route_heat.png
31 x 31 tiles, from white (low) to dark blue (high), scaled to the fullest tile. Values are wire area over tile area, all layers added.
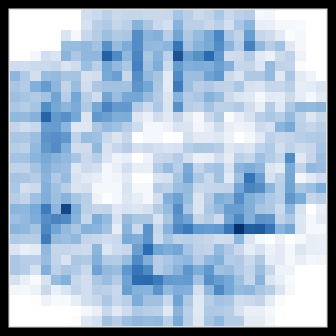
congestion_map.png
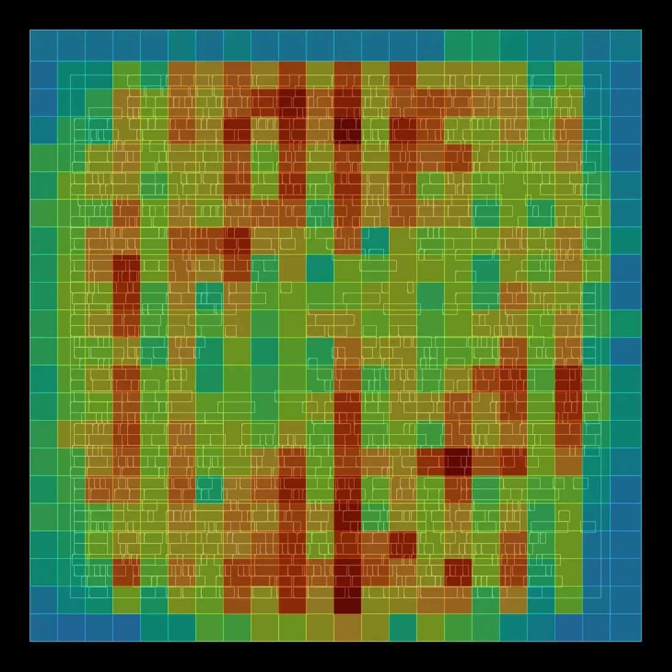
layers.png
Bar = 50 um. Only two layers are drawn.
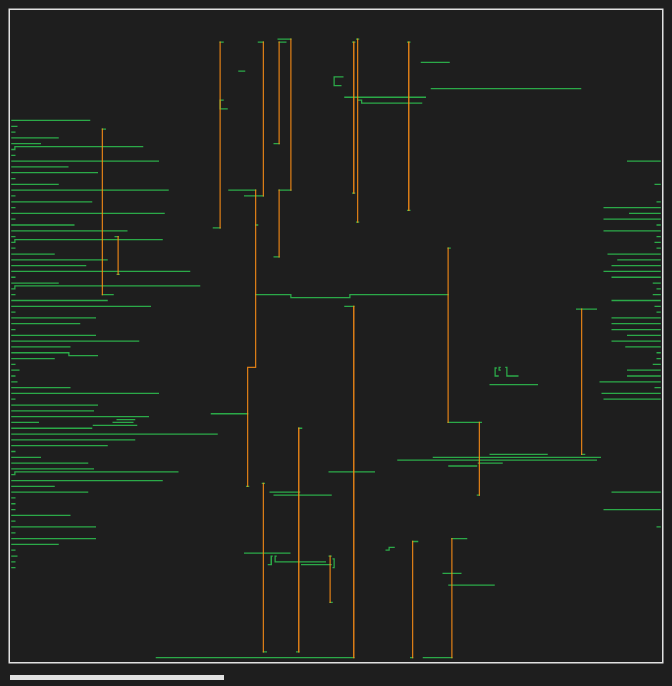
closeup.png
Bar = 5 um. Region (105, 105) to (125, 125) um. Cells in gray, sequential cells in the stronger gray; small squares are vias.
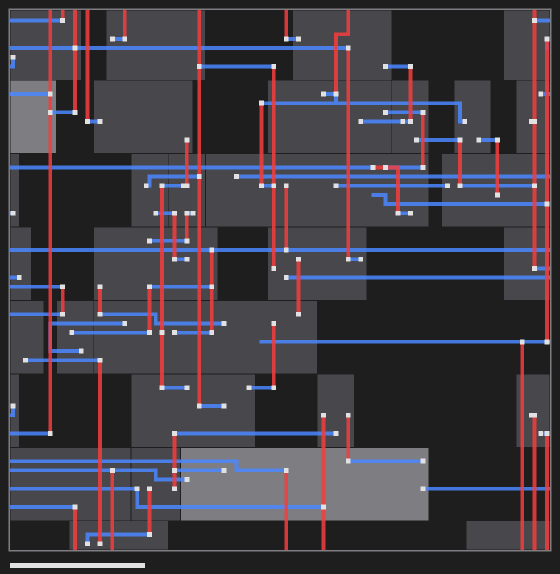
m1.png
Bar = 50 um. Cells faint in the background.
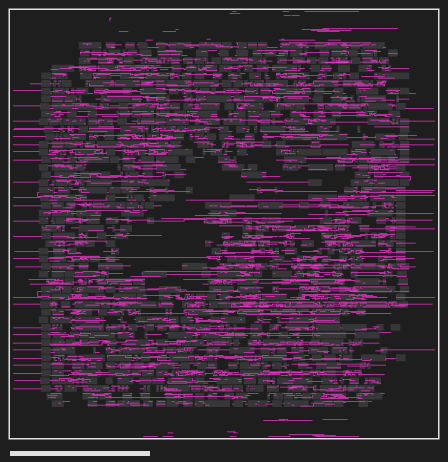
**config.mk**
```make
export PLATFORM = sky130hd
export DESIGN_NAME = vlogic_ctrl
export DESIGN_NICKNAME = d
export VERILOG_FILES = /design/src/rtl/vlogic_pkg.sv /design/src/rtl/vlogic_simd.sv /design/src/rtl/vlogic_tail_mask.sv /design/src/rtl/vlogic_ctrl.sv
export SDC_FILE = /design/constraint.sdc
export NUM_CORES = 1
export LEC_CHECK = 0
export CORE_MARGIN = 10
export CORE_UTILIZATION = 47
export CTS_CLUSTER_SIZE = 10
export DETAILED_ROUTE_END_ITERATION = 10
export PLACE_DENSITY = 0.82
export SLEW_MARGIN = 20
export SYNTH_ARGS = -nofsm -noshare
export SYNTH_HDL_FRONTEND = slang
export SYNTH_SLANG_ARGS = --single-unit
```
**constraint.sdc**
```tcl
create_clock -name clk -period 4.95 [get_ports clk]
set_input_delay 0.495 -clock clk [delete_from_list [all_inputs] [get_ports clk]]
set_output_delay 0.495 -clock clk [all_outputs]
set_load 0.05 [all_outputs]
```
**src/rtl/vlogic_pkg.sv**
```systemverilog
// Shared types and helpers for the vector-lane bitwise logic sequencer.
package vlogic_pkg;

    typedef enum logic [1:0] {
        OP_AND  = 2'b00,
        OP_OR   = 2'b01,
        OP_XOR  = 2'b10,
        OP_MOVE = 2'b11
    } vlogic_op_e;

    typedef enum logic [1:0] {
        E8  = 2'b00,
        E16 = 2'b01,
        E32 = 2'b10,
        E64 = 2'b11
    } vsew_e;

    typedef enum logic [1:0] {
        IDLE  = 2'b00,
        RUN   = 2'b01,
        DRAIN = 2'b10
    } vlogic_state_e;

    // Elements per beat: beat width divided by element width (8 << sew bits).
    function automatic int unsigned calc_epb(vsew_e sew, int unsigned data_width);
        return data_width / (32'd8 << sew);
    endfunction

endpackage

```
**src/rtl/vlogic_simd.sv**
```systemverilog
// Per-op SIMD logic units of the lane; each is a plain bitwise function.
module vlogic_and #(
    parameter int DATA_WIDTH = 64
) (
    input  logic [DATA_WIDTH-1:0] a,
    input  logic [DATA_WIDTH-1:0] b,
    output logic [DATA_WIDTH-1:0] y
);
    assign y = a & b;
endmodule

module vlogic_or #(
    parameter int DATA_WIDTH = 64
) (
    input  logic [DATA_WIDTH-1:0] a,
    input  logic [DATA_WIDTH-1:0] b,
    output logic [DATA_WIDTH-1:0] y
);
    assign y = a | b;
endmodule

module vlogic_xor #(
    parameter int DATA_WIDTH = 64
) (
    input  logic [DATA_WIDTH-1:0] a,
    input  logic [DATA_WIDTH-1:0] b,
    output logic [DATA_WIDTH-1:0] y
);
    assign y = a ^ b;
endmodule

```
**src/rtl/vlogic_tail_mask.sv**
```systemverilog
// Builds the bit mask covering the low n active elements of a beat.
module vlogic_tail_mask
    import vlogic_pkg::*;
#(
    parameter int DATA_WIDTH = 64,
    parameter int VL_WIDTH   = 8
) (
    input  logic [VL_WIDTH-1:0]   n,
    input  logic [1:0]            sew,
    output logic [DATA_WIDTH-1:0] mask
);
    logic [31:0] active_bytes;

    // Active bytes = n * SEW/8; each byte below that count is fully enabled.
    always_comb begin
        // NOTE: every always_comb output gets a default first so no path can infer a latch.
        mask         = '0;
        active_bytes = 32'(n) << sew;
        for (int i = 0; i < DATA_WIDTH / 8; i++) begin
            mask[i*8 +: 8] = (unsigned'(i) < active_bytes) ? 8'hFF : 8'h00;
        end
    end
endmodule

```
**src/rtl/vlogic_ctrl.sv**
```systemverilog
// Sequencer streaming one vector logic instruction through the SIMD units
// with tail-undisturbed masking and a registered valid/ready result port.
module vlogic_ctrl
    import vlogic_pkg::*;
#(
    parameter int DATA_WIDTH = 64,
    parameter int VL_WIDTH   = 8
) (
    input  logic                  clk,
    input  logic                  rst_n,
    input  logic                  issue_valid,
    output logic                  issue_ready,
    input  logic [1:0]            issue_op,
    input  logic [1:0]            issue_sew,
    input  logic [VL_WIDTH-1:0]   issue_vl,
    input  logic                  opnd_valid,
    output logic                  opnd_ready,
    input  logic [DATA_WIDTH-1:0] opnd_1,
    input  logic [DATA_WIDTH-1:0] opnd_2,
    input  logic [DATA_WIDTH-1:0] opnd_old,
    output logic                  res_valid,
    input  logic                  res_ready,
    output logic [DATA_WIDTH-1:0] res_data,
    output logic                  res_last,
    output logic                  done,
    output logic                  busy
);
    vlogic_state_e         state_q, state_d;
    vlogic_op_e            op_q;
    vsew_e                 sew_q;
    logic [VL_WIDTH-1:0]   rem_q, rem_next, n;
    logic [31:0]           epb;
    logic                  issue_fire, opnd_fire, res_fire, beat_last;
    logic [DATA_WIDTH-1:0] and_y, or_y, xor_y, func_y, mask;

    assign issue_fire = issue_valid && issue_ready;
    assign opnd_fire  = opnd_valid && opnd_ready;
    assign res_fire   = res_valid && res_ready;

    // Active elements this beat never exceed rem, so rem cannot underflow.
    assign epb       = calc_epb(sew_q, unsigned'(DATA_WIDTH));
    assign n         = (32'(rem_q) < epb) ? rem_q : epb[VL_WIDTH-1:0];
    assign rem_next  = rem_q - n;
    assign beat_last = (rem_next == '0);

    vlogic_and #(.DATA_WIDTH(DATA_WIDTH)) u_and (.a(opnd_1), .b(opnd_2), .y(and_y));
    vlogic_or  #(.DATA_WIDTH(DATA_WIDTH)) u_or  (.a(opnd_1), .b(opnd_2), .y(or_y));
    vlogic_xor #(.DATA_WIDTH(DATA_WIDTH)) u_xor (.a(opnd_1), .b(opnd_2), .y(xor_y));

    vlogic_tail_mask #(
        .DATA_WIDTH(DATA_WIDTH),
        .VL_WIDTH  (VL_WIDTH)
    ) u_mask (
        .n   (n),
        .sew (sew_q),
        .mask(mask)
    );

    // Select the SIMD unit output by the latched op; MOVE passes opnd_2.
    always_comb begin
        func_y = opnd_2;
        case (op_q)
            OP_AND:  func_y = and_y;
            OP_OR:   func_y = or_y;
            OP_XOR:  func_y = xor_y;
            default: func_y = opnd_2;
        endcase
    end

    // Next-state and handshake outputs.
    always_comb begin
        state_d     = state_q;
        issue_ready = 1'b0;
        opnd_ready  = 1'b0;
        busy        = (state_q != IDLE);
        case (state_q)
            IDLE: begin
                issue_ready = 1'b1;
                if (issue_fire && issue_vl != '0) state_d = RUN;
            end
            RUN: begin
                opnd_ready = !res_valid || res_ready;
                if (opnd_fire && beat_last) state_d = DRAIN;
            end
            DRAIN: begin
                if (res_fire && res_last) state_d = IDLE;
            end
            default: state_d = IDLE;
        endcase
    end

    // State register.
    always_ff @(posedge clk or negedge rst_n) begin
        // NOTE: sequential state uses non-blocking assignments so all registers update together.
        if (!rst_n) state_q <= IDLE;
        else        state_q <= state_d;
    end

    // Instruction context: op/sew latched at issue, rem counts down per beat.
    always_ff @(posedge clk or negedge rst_n) begin
        if (!rst_n) begin
            op_q  <= OP_AND;
            sew_q <= E8;
            rem_q <= '0;
        end else if (issue_fire) begin
            op_q  <= vlogic_op_e'(issue_op);
            sew_q <= vsew_e'(issue_sew);
            rem_q <= issue_vl;
        end else if (opnd_fire) begin
            rem_q <= rem_next;
        end
    end

    // Result register: loads on operand handshake, holds until drained.
    always_ff @(posedge clk or negedge rst_n) begin
        if (!rst_n) begin
            res_valid <= 1'b0;
            res_data  <= '0;
            res_last  <= 1'b0;
        end else if (opnd_fire) begin
            res_valid <= 1'b1;
            res_data  <= (func_y & mask) | (opnd_old & ~mask);
            res_last  <= beat_last;
        end else if (res_fire) begin
            res_valid <= 1'b0;
        end
    end

    // Retire pulse: after the last result drains, or after a vl=0 issue.
    always_ff @(posedge clk or negedge rst_n) begin
        if (!rst_n) done <= 1'b0;
        else        done <= (issue_fire && issue_vl == '0) ||
                            (state_q == DRAIN && res_fire && res_last);
    end

endmodule

```
==> GITHUB_STEP_SUMMARY <==
### Metrics collected by this job

| Metric | Value |
|---|---|
| Status | complete, no violations |
| Largest net degree at the start of global routing | 80 |
| Leak | 5.54 nW |
| Post-DR vias/cell | 5.27 |
| Placement Cell Area | 11200 um2 |
| Total track usage | 20.3% |
| Vias in the first global route | 7414 |
| Internal power | 3.10 mW |
| Async S/R FF share, synth | 100% |
| Critical path arrival | 4320 ps |
| Worst r2r src | sew_q[0] |
| H-tree depth | 3 |
| Slew HR | 48.5% |
| Fin area | 11500 um2 |
| YS chip area | 8280 um2 |
| Final setup violation count | 0 |
| Clk ins delay skew pair | 340 ps |
| FP Core Util | 47.8% |
| CP Launch Point | sew_q[0] |
| Switching Share | 47.9% |
| Ys flop type | dfrtp_1 |
| Setup Skew | 6.88 ps |
| Part of the cycle the worst path needs | 82.8% |
| Share of layout cells above drive strength 1 | 9.45% |
| Hold Crit Class | primary input to asynchronous set/reset pin |
| Max VDD drop | 0.309 mV |
| Total power | 5.95 mW |
| Top-count cell post-synth | inv_1 |
| Core footprint | 17300 um2 |
| CP Buf/Inv Count | 0 |
| Post-synthesis sequential area ratio | 24.5% |
| Post-route minimum period | 4100 ps |
| First-pass GRT wire length | 38.4 mm |
| Die Y | 153 um |
| Number of synthesized flops with an enable pin | 0 |
| Clk sinks | 81 |
| Crit path capture | state_q[0] |
| TNS Setup | 0 ps |
| Flop pwr share | 22.4% |
| Clock Tree Root | clkbuf_16 |
| Tightest Pin Transition | 772 ps |
| Critical Path RT | 5170 ps |
| Clock buffer depth | 2 |
| Slowest stage delay, CP | 560 ps |
| Final hold vios | 0 |
| Die width | 153 um |
| Cell count after synthesis | 857 |
| IO buf count | 278 |
| Capture point of the worst reg-to-reg path | state_q[0] |
| WP depth | 10 |
| Pwr Density | 516 nW/um2 |
Back to the opening pictures, route_heat.png:
9.7% of the tiles are nearly empty. The fullest tile reaches 0.58. 13% of the tiles are over half the peak.

Back to the opening pictures, congestion_map.png:
Core Util, Final: 66.7%
Global Route met3 Usage: 6.66%
met2 GRT Util: 36.3%
met1 Resource Use GR: 21.5%
Routed WL per cell: 18.0 um

Back to the opening pictures, layers.png:
M3: marked green, wire length 1880 um. M4: marked orange, wire length 723 um.

Back to the opening pictures, closeup.png:
M1: marked blue. M2: marked red.
Sequential cells in the window: 1. Most frequent: inv_1 (8), ha_1 (4), clkdlybuf4s50_1 (3). 23 logic cells have their middle in the window. Netlist names of flops here include res_data (1).

Back to the opening pictures, m1.png:
The layer holds 38% of the routed length. 1291 nets have wire on it. The layer carries 9330 um of wire. The wires run mostly horizontal. The longest straight run is 48.8 um.
vias: 7100
DRT Wirelength: 24.3 mm

[cell families after synthesis]
family	share of synthesized area [%]
AOI/OAI and AO/OA	10.4
xor gates and xnor gates	0.318
adders and majority gates	21.1
buffers and inverters	11.2
DFF	24.5
muxes	24.0
other	0.0453
and+or+nand+nor	8.42
[final cells by class]
type	instances	area, um2
Clock inverter	2	35.0
Tap cell	225	282
Fill cell	1399	5760
Inverter	199	747
Antenna cell	1	2.50
Sequential cell	81	2030
Clock buffer	14	274
Timing Repair Buffer	286	2840
Multi-Input combinational cell	540	5330
[metal layers]
metal | vias up | part of all wire, % | track usage (%)
li1 | 3422 | - | -
met1 | 3411 | 38 | 21.5
met2 | 223 | 51 | 36.3
met3 | 44 | 7.7 | 6.66
met4 | 0 | 3.0 | 7.95
met5 | - | 0 | 0
[sequential cells by signal (all words and copies together), names as in the netlist]
signal     count
res_last       1
done           1
op_q           2
rem_q          8
res_valid      1
sew_q          2
state_q        2
res_data      64
[through the flow]
step	setup WS, ps	hold slack [ps]	util, %
2_1_floorplan	1160	199	-
3_3_place_gp	911	443	64.9
3_5_place_dp	868	450	64.9
4_1_cts	849	86.1	66.7
5_1_grt	614	108	66.7
6_report	851	83.8	66.7
[worst min path at each step]
stage / depth (start not counted) / slack (ps) / end / startpoint
after global routing: 1 / 110 / res_data[56] / rst_n
after global placement: 1 / 440 / res_data[56] / rst_n
after floorplan: 0 / 200 / done / rst_n
after detailed placement: 1 / 450 / res_data[59] / rst_n
after CTS: 1 / 90 / res_data[59] / rst_n
final: 1 / 80 / res_data[56] / rst_n
[power groups by stage]
stage	clock network (mW)	logic, mW	registers [mW]
finish	0.704	3.91	1.33
global route	0.750	4.22	1.40
CTS	0.718	3.95	1.34
detailed placement	0	3.94	1.35
global placement	0	3.87	1.33
floorplan	0	2.02	2.06
[cell usage in the layout, fill, tap and decap left out, drive strengths merged, types with 3 or more instances in the layout]
master / synthesis / routed
clkdlybuf4s50: 0 / 277
mux2: 5 / 5
o31ai: 3 / 3
a211o: 3 / 3
inv: 199 / 199
a211oi: 3 / 3
buf: 16 / 9
mux4: 64 / 64
a22oi: 4 / 4
a21oi: 8 / 8
a31oi: 19 / 19
nor4: 4 / 4
ha: 138 / 138
nand2: 79 / 79
o2111ai: 3 / 3
nand3: 10 / 10
o211ai: 4 / 4
a21o: 3 / 3
nand2b: 7 / 7
o21ai: 64 / 64
dfrtp: 81 / 81
clkbuf: 23 / 14
nor2b: 4 / 4
conb: 1 / 3
mux2i: 49 / 49
nor2: 29 / 29
Power and IR drop assume default switching activity.
